[src/rtl/cond_issue_pkg.sv]
// cond_issue_pkg: ARM condition encodings, CPSR flag bit positions and NV handling modes
package cond_issue_pkg;
  typedef enum logic [3:0] {
    COND_EQ, COND_NE, COND_CS, COND_CC, COND_MI, COND_PL, COND_VS, COND_VC,
    COND_HI, COND_LS, COND_GE, COND_LT, COND_GT, COND_LE, COND_AL, COND_NV
  } cond_e;
  localparam int FLAG_N = 3;
  localparam int FLAG_Z = 2;
  localparam int FLAG_C = 1;
  localparam int FLAG_V = 0;
  localparam logic NV_DROP  = 1'b0;
  localparam logic NV_ISSUE = 1'b1;
endpackage

[src/rtl/cond_check.sv]
// cond_check: combinational ARM condition evaluation against N/Z/C/V flags
// ports: cond (4-bit condition field), flags ([3]=N [2]=Z [1]=C [0]=V), nv_mode (0 drop, 1 issue) -> pass
module cond_check
  import cond_issue_pkg::*;
(
  input  logic [3:0] cond,
  input  logic [3:0] flags,
  input  logic       nv_mode,
  output logic       pass
);
  logic n, z, c, v;
  assign n = flags[FLAG_N];
  assign z = flags[FLAG_Z];
  assign c = flags[FLAG_C];
  assign v = flags[FLAG_V];
  always_comb begin
    pass = 1'b0;
    case (cond_e'(cond))
      COND_EQ: pass = z;
      COND_NE: pass = !z;
      COND_CS: pass = c;
      COND_CC: pass = !c;
      COND_MI: pass = n;
      COND_PL: pass = !n;
      COND_VS: pass = v;
      COND_VC: pass = !v;
      COND_HI: pass = c && !z;
      COND_LS: pass = !c || z;
      COND_GE: pass = n == v;
      COND_LT: pass = n != v;
      COND_GT: pass = !z && (n == v);
      COND_LE: pass = z || (n != v);
      COND_AL: pass = 1'b1;
      COND_NV: pass = nv_mode == NV_ISSUE;
    endcase
  end
endmodule

[src/rtl/cond_issue_queue.sv]
// cond_issue_queue: FIFO-buffered fetch-to-decode issue stage that drops condition-failed instructions
// ports: clk, reset (async active-low); in_valid/in_ready/in_data from fetch; cpsr_flags, flags_valid;
//        flush; out_valid/out_ready/out_data to decode; busy; issued_cnt, dropped_cnt (saturating)
module cond_issue_queue
  import cond_issue_pkg::*;
#(
  parameter int DATA_W  = 32,
  parameter int DEPTH   = 4,
  parameter int CNT_W   = 16,
  parameter bit NV_MODE = 1'b0
) (
  input  logic              clk,
  input  logic              reset,
  input  logic              in_valid,
  output logic              in_ready,
  input  logic [DATA_W-1:0] in_data,
  input  logic [3:0]        cpsr_flags,
  input  logic              flags_valid,
  input  logic              flush,
  output logic              out_valid,
  input  logic              out_ready,
  output logic [DATA_W-1:0] out_data,
  output logic              busy,
  output logic [CNT_W-1:0]  issued_cnt,
  output logic [CNT_W-1:0]  dropped_cnt
);
  localparam int AW = $clog2(DEPTH);
  logic [DATA_W-1:0] mem [DEPTH];
  // extra MSB is a wrap flag distinguishing full from empty
  logic [AW:0] wr_ptr, rd_ptr;
  logic [DATA_W-1:0] head;
  logic empty, full, push, eval, pass, pop_issue, pop_drop, hs;
  assign empty = wr_ptr == rd_ptr;
  assign full = (wr_ptr[AW-1:0] == rd_ptr[AW-1:0]) && (wr_ptr[AW] != rd_ptr[AW]);
  assign in_ready = !full && !flush;
  assign push = in_valid && in_ready;
  assign head = mem[rd_ptr[AW-1:0]];
  assign eval = !empty && flags_valid && !flush;
  cond_check u_cond (
    .cond    (head[DATA_W-1 -: 4]),
    .flags   (cpsr_flags),
    .nv_mode (NV_MODE),
    .pass    (pass)
  );
  assign pop_issue = eval && pass && (!out_valid || out_ready);
  assign pop_drop = eval && !pass;
  assign hs = out_valid && out_ready;
  assign busy = !empty || out_valid;
  always_ff @(posedge clk)
    if (push) mem[wr_ptr[AW-1:0]] <= in_data;
  always_ff @(posedge clk or negedge reset)
    if (!reset) begin
      wr_ptr      <= '0;
      rd_ptr      <= '0;
      out_valid   <= 1'b0;
      out_data    <= '0;
      issued_cnt  <= '0;
      dropped_cnt <= '0;
    end else begin
      if (hs && issued_cnt != '1) issued_cnt <= issued_cnt + 1'b1;
      if (pop_drop && dropped_cnt != '1) dropped_cnt <= dropped_cnt + 1'b1;
      if (flush) begin
        wr_ptr <= '0;
        rd_ptr <= '0;
      end else begin
        if (push) wr_ptr <= wr_ptr + 1'b1;
        if (pop_issue || pop_drop) rd_ptr <= rd_ptr + 1'b1;
      end
      out_valid <= !flush && (pop_issue || (out_valid && !out_ready));
      if (pop_issue) out_data <= head;
    end
endmodule

[config.mk]
export PLATFORM = sky130hd
export DESIGN_NAME = cond_issue_queue
export DESIGN_NICKNAME = d
export VERILOG_FILES = /design/src/rtl/cond_issue_pkg.sv /design/src/rtl/cond_check.sv /design/src/rtl/cond_issue_queue.sv
export SDC_FILE = /design/constraint.sdc
export NUM_CORES = 1
export LEC_CHECK = 0
export CAP_MARGIN = 30
export CORE_ASPECT_RATIO = 0.9
export CORE_MARGIN = 4
export CORE_UTILIZATION = 40
export CTS_BUF_LIST = sky130_fd_sc_hd__clkbuf_4 sky130_fd_sc_hd__clkbuf_8
export DETAILED_ROUTE_END_ITERATION = 10
export PLACE_DENSITY_LB_ADDON = 0.2
export SLEW_MARGIN = 30
export SYNTH_ARGS = -nofsm -noshare
export SYNTH_HDL_FRONTEND = slang
export SYNTH_SLANG_ARGS = --single-unit
[constraint.sdc]
create_clock -name clk -period 3.9 [get_ports clk]
set_clock_uncertainty 0.15 [all_clocks]
set_input_delay 0.39 -clock clk [delete_from_list [all_inputs] [get_ports clk]]
set_output_delay 0.39 -clock clk [all_outputs]
set_load 0.05 [all_outputs]
Fig. 1: the clock network
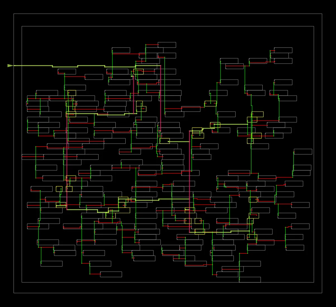
clkbuf count: 17
CTS Sinks: 199
clk ins delay skew pair: 0.47 ns
number of buffers created by CTS: 17
num sequential: 199

Fig. 2: register map, names as in the netlist
The bar under the picture is 50 µm long.
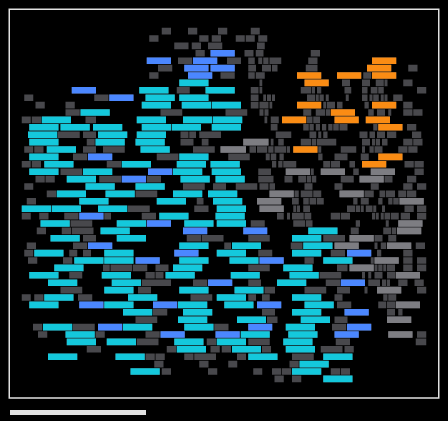
out_data -> blue  # sequential cells 32
mem -> cyan  # sequential cells 128
dropped_cnt -> orange  # sequential cells 16, where top right
not coloured = 23
P_seq: 2.69 mW
FF+latch area: 0.005623 mm²

Fig. 3: metal layers overlaid
Two of the layers only.
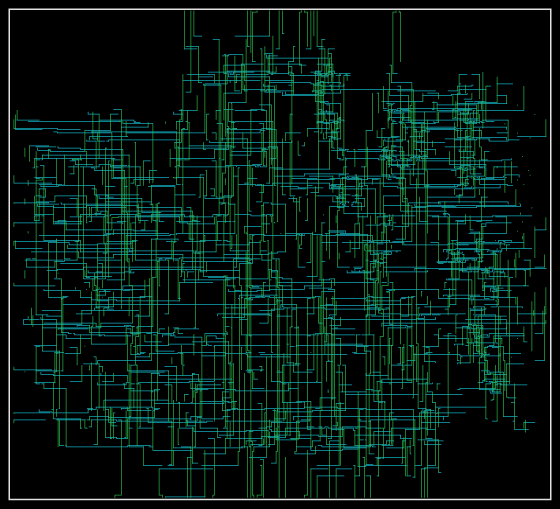
metal 1 -> cyan  # wire length 7180 µm
metal 2 -> green  # wire length 7940 µm

Fig. 4: I/O pins on the die edge
Pins as bars across the die edge, other pins in grey.
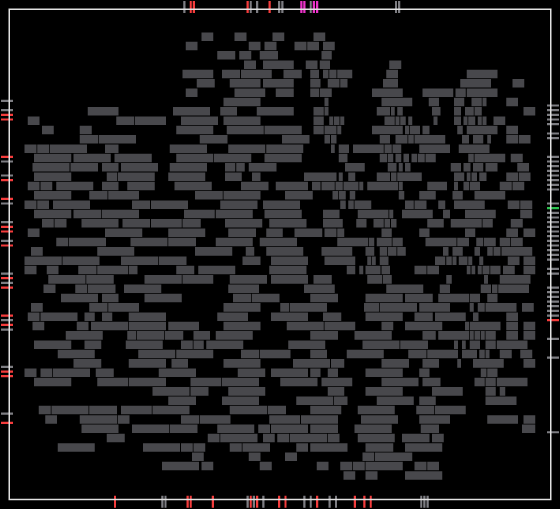
cpsr_flags -> magenta  # pins 4, direction input, edge top
in_data -> red  # pins 32, direction input, edge 15 left, 12 bottom, 4 top, 1 right
busy -> green  # pins 1, direction output, edge right
all pins by edge = 41 right, 28 left, 24 bottom, 16 top
IO buf count: 108
Die Span Y: 142.4 µm
DIE WIDTH: 157.3 µm

==> results.txt <==
run metrics: outcome=complete, no violations, top cells by count=edfxtp_1 (128), dfrtp_1 (71), mux4_2 (32), CP required=3.36 ns, Worst path max stage delay=roughly 0.90 ns, routed len/inst=19.23 µm, vias in the first global route=roughly 4500, slowest cell on the critical path=clkdlybuf4s50_1, most common logic cells in the final layout=edfxtp_1 (128), clkdlybuf4s50_1 (107), dfrtp_1 (69), mux4_2 (32), mux2_4 (30), largest net degree at the start of global routing=between 70 and 80, GR Util met1=0.2014, cell family with the largest share of critical-path delay=buffers and inverters, GRT met2 Usage=0.2424, placed instance count=between 800 and 900, synthesized chip area reported by yosys=approximately 0.008 mm², first-pass GRT wire length=around 25000 µm, combinational power share=0.307, Final Hold Violating Endpoints=0, RSZ-0062 raised after global routing=false, area growth from synthesis to layout=22.86%, most numerous logic cell after layout=edfxtp_1, routability cong.=around 0.73, Synth cell types=41, Seq pwr share=0.462, share of cells above drive strength 1=0.2061, cycle use final=0.8732, Reg2Reg Setup Slack=0.79 ns, H-tree levels=4, async set or reset register ratio after synthesis=0.3568, synthesized area per cell=approximately 18 µm², Setup crit start kind=register, setup ws final=between 0.4 and 0.5 ns, core area=0.01946 mm², Final min period=3.405 ns, syn_nets=about 500, drt first pass iters=4, CP startpoint=rd_ptr[1], buffers plus inverters on the worst setup path=2, PD cells=about 600 mW/mm², grt total ovfl=0, Via Count=4298, Slew Limit Fails=0, initial antenna violation count=1, Slew @ Worst Pin=0.7869 ns, Seq/Total Area, Yosys=0.7000, row cnt=about 48, CP cell instances=buf_4 > xor2_1 > nor2_1 > a21oi_1 > clkdlybuf4s50_1, Internal=roughly 3.8 mW, Place WS=around 0.78 ns, Post-Synthesis Cells=roughly 450, WHS=roughly 0.35 ns, Synth Cell Area=around 0.0080 mm², Leak=3.634 nW, Finished Layout Cells=about 840, ys cells=around 450, Clk pwr share=0.231, vias per cell=approximately 5.1, Post-DRT Antenna Nets=0, GRT Total Usage=0.1487, Commonest flop=edfxtp_1, CP Capture Type=output port, Overall Power=5.809 mW, Post-synth regs=about 200, GRT met3 Usage=0.03892, fin nets=between 600 and 700, DRC=0, maxcap violations=0, final setup violation count=0, Worst Reg-to-Reg Cells=8, most numerous cell in the Yosys netlist=edfxtp_1, slew margin rel.=0.4706, ranking of synthesized cells by area=edfxtp_1 (48%), dfrtp_1 (22%), mux4_2 (9.0%), DP Area=between 0.009 and 0.01 mm², Net Switching=slightly above 2 mW, HPWL Detailed=slightly above 10000 µm, Post CTS Setup Buffer Count=0, max frequency=between 200 and 300 MHz, post-route cell area=between 0.009 and 0.01 mm², worst vdd ir=326.8 µV
[layer usage]
layer / wire (µm) / vias up / share of wire
li1: - / 1969 / -
met1: 7175 / 2208 / 0.45
met2: 7939 / 104 / 0.49
met3: 812 / 15 / 0.050
met4: 156 / 2 / 0.0097
met5: 13 / - / 0.00081
[state kept, by name, indices dropped and copies added, names as in the netlist]
register,cells
dropped_cnt,16
issued_cnt,16
mem,128
out_data,32
out_valid,1
rd_ptr,3
wr_ptr,3
[repair_timing]
action / 4_1_cts / 5_1_grt
hold buffers: 1 / 0
endpoints found under the setup margin: 0 / 0
hold endpoints to repair: 71 / 0
gates resized: 0 / 0
[power groups by stage]
stage                     Sequential (mW)  Clock [mW]  Combinational, mW
after CTS                            2.69        1.38               1.81
after global routing                 2.72        1.49               1.87
after detailed placement             2.73           0               1.80
after global placement               2.74           0               1.78
final                                2.69        1.34               1.78
after floorplan                      3.38           0              0.501
[cell families after synthesis]
kind of cell	after synthesis	synth area share
xor gates and xnor gates	33	0.03600
buffers and inverters	22	0.01465
DFF	199	0.7000
muxes	71	0.1579
and+or+nand+nor	100	0.06654
AOI/OAI and AO/OA	17	0.01403
adders and majority gates	7	0.01091
[worst max-delay path by stage]
stage / endpoint / slack (ns) / cells past startpoint
finish: in_ready / 0.49 / 5
floorplan: mem[3][0] / 0.64 / 5
CTS: in_ready / 0.42 / 5
global route: in_ready / 0.22 / 5
detailed placement: out_data[8] / 0.78 / 8
global placement: out_data[7] / 0.84 / 8
[layout make-up]
class                           count  area (µm²)  share of cell area
Inverter                            8       30.03            0.003044
Clock buffer                       17       234.0             0.02372
Clock inverter                     15       180.2             0.01826
Tap cell                          250       312.8             0.03171
Timing Repair Buffer              120        1187              0.1204
Sequential cell                   199        5623              0.5700
Multi-Input combinational cell    228        2297              0.2329
Power and IR drop assume default switching activity.
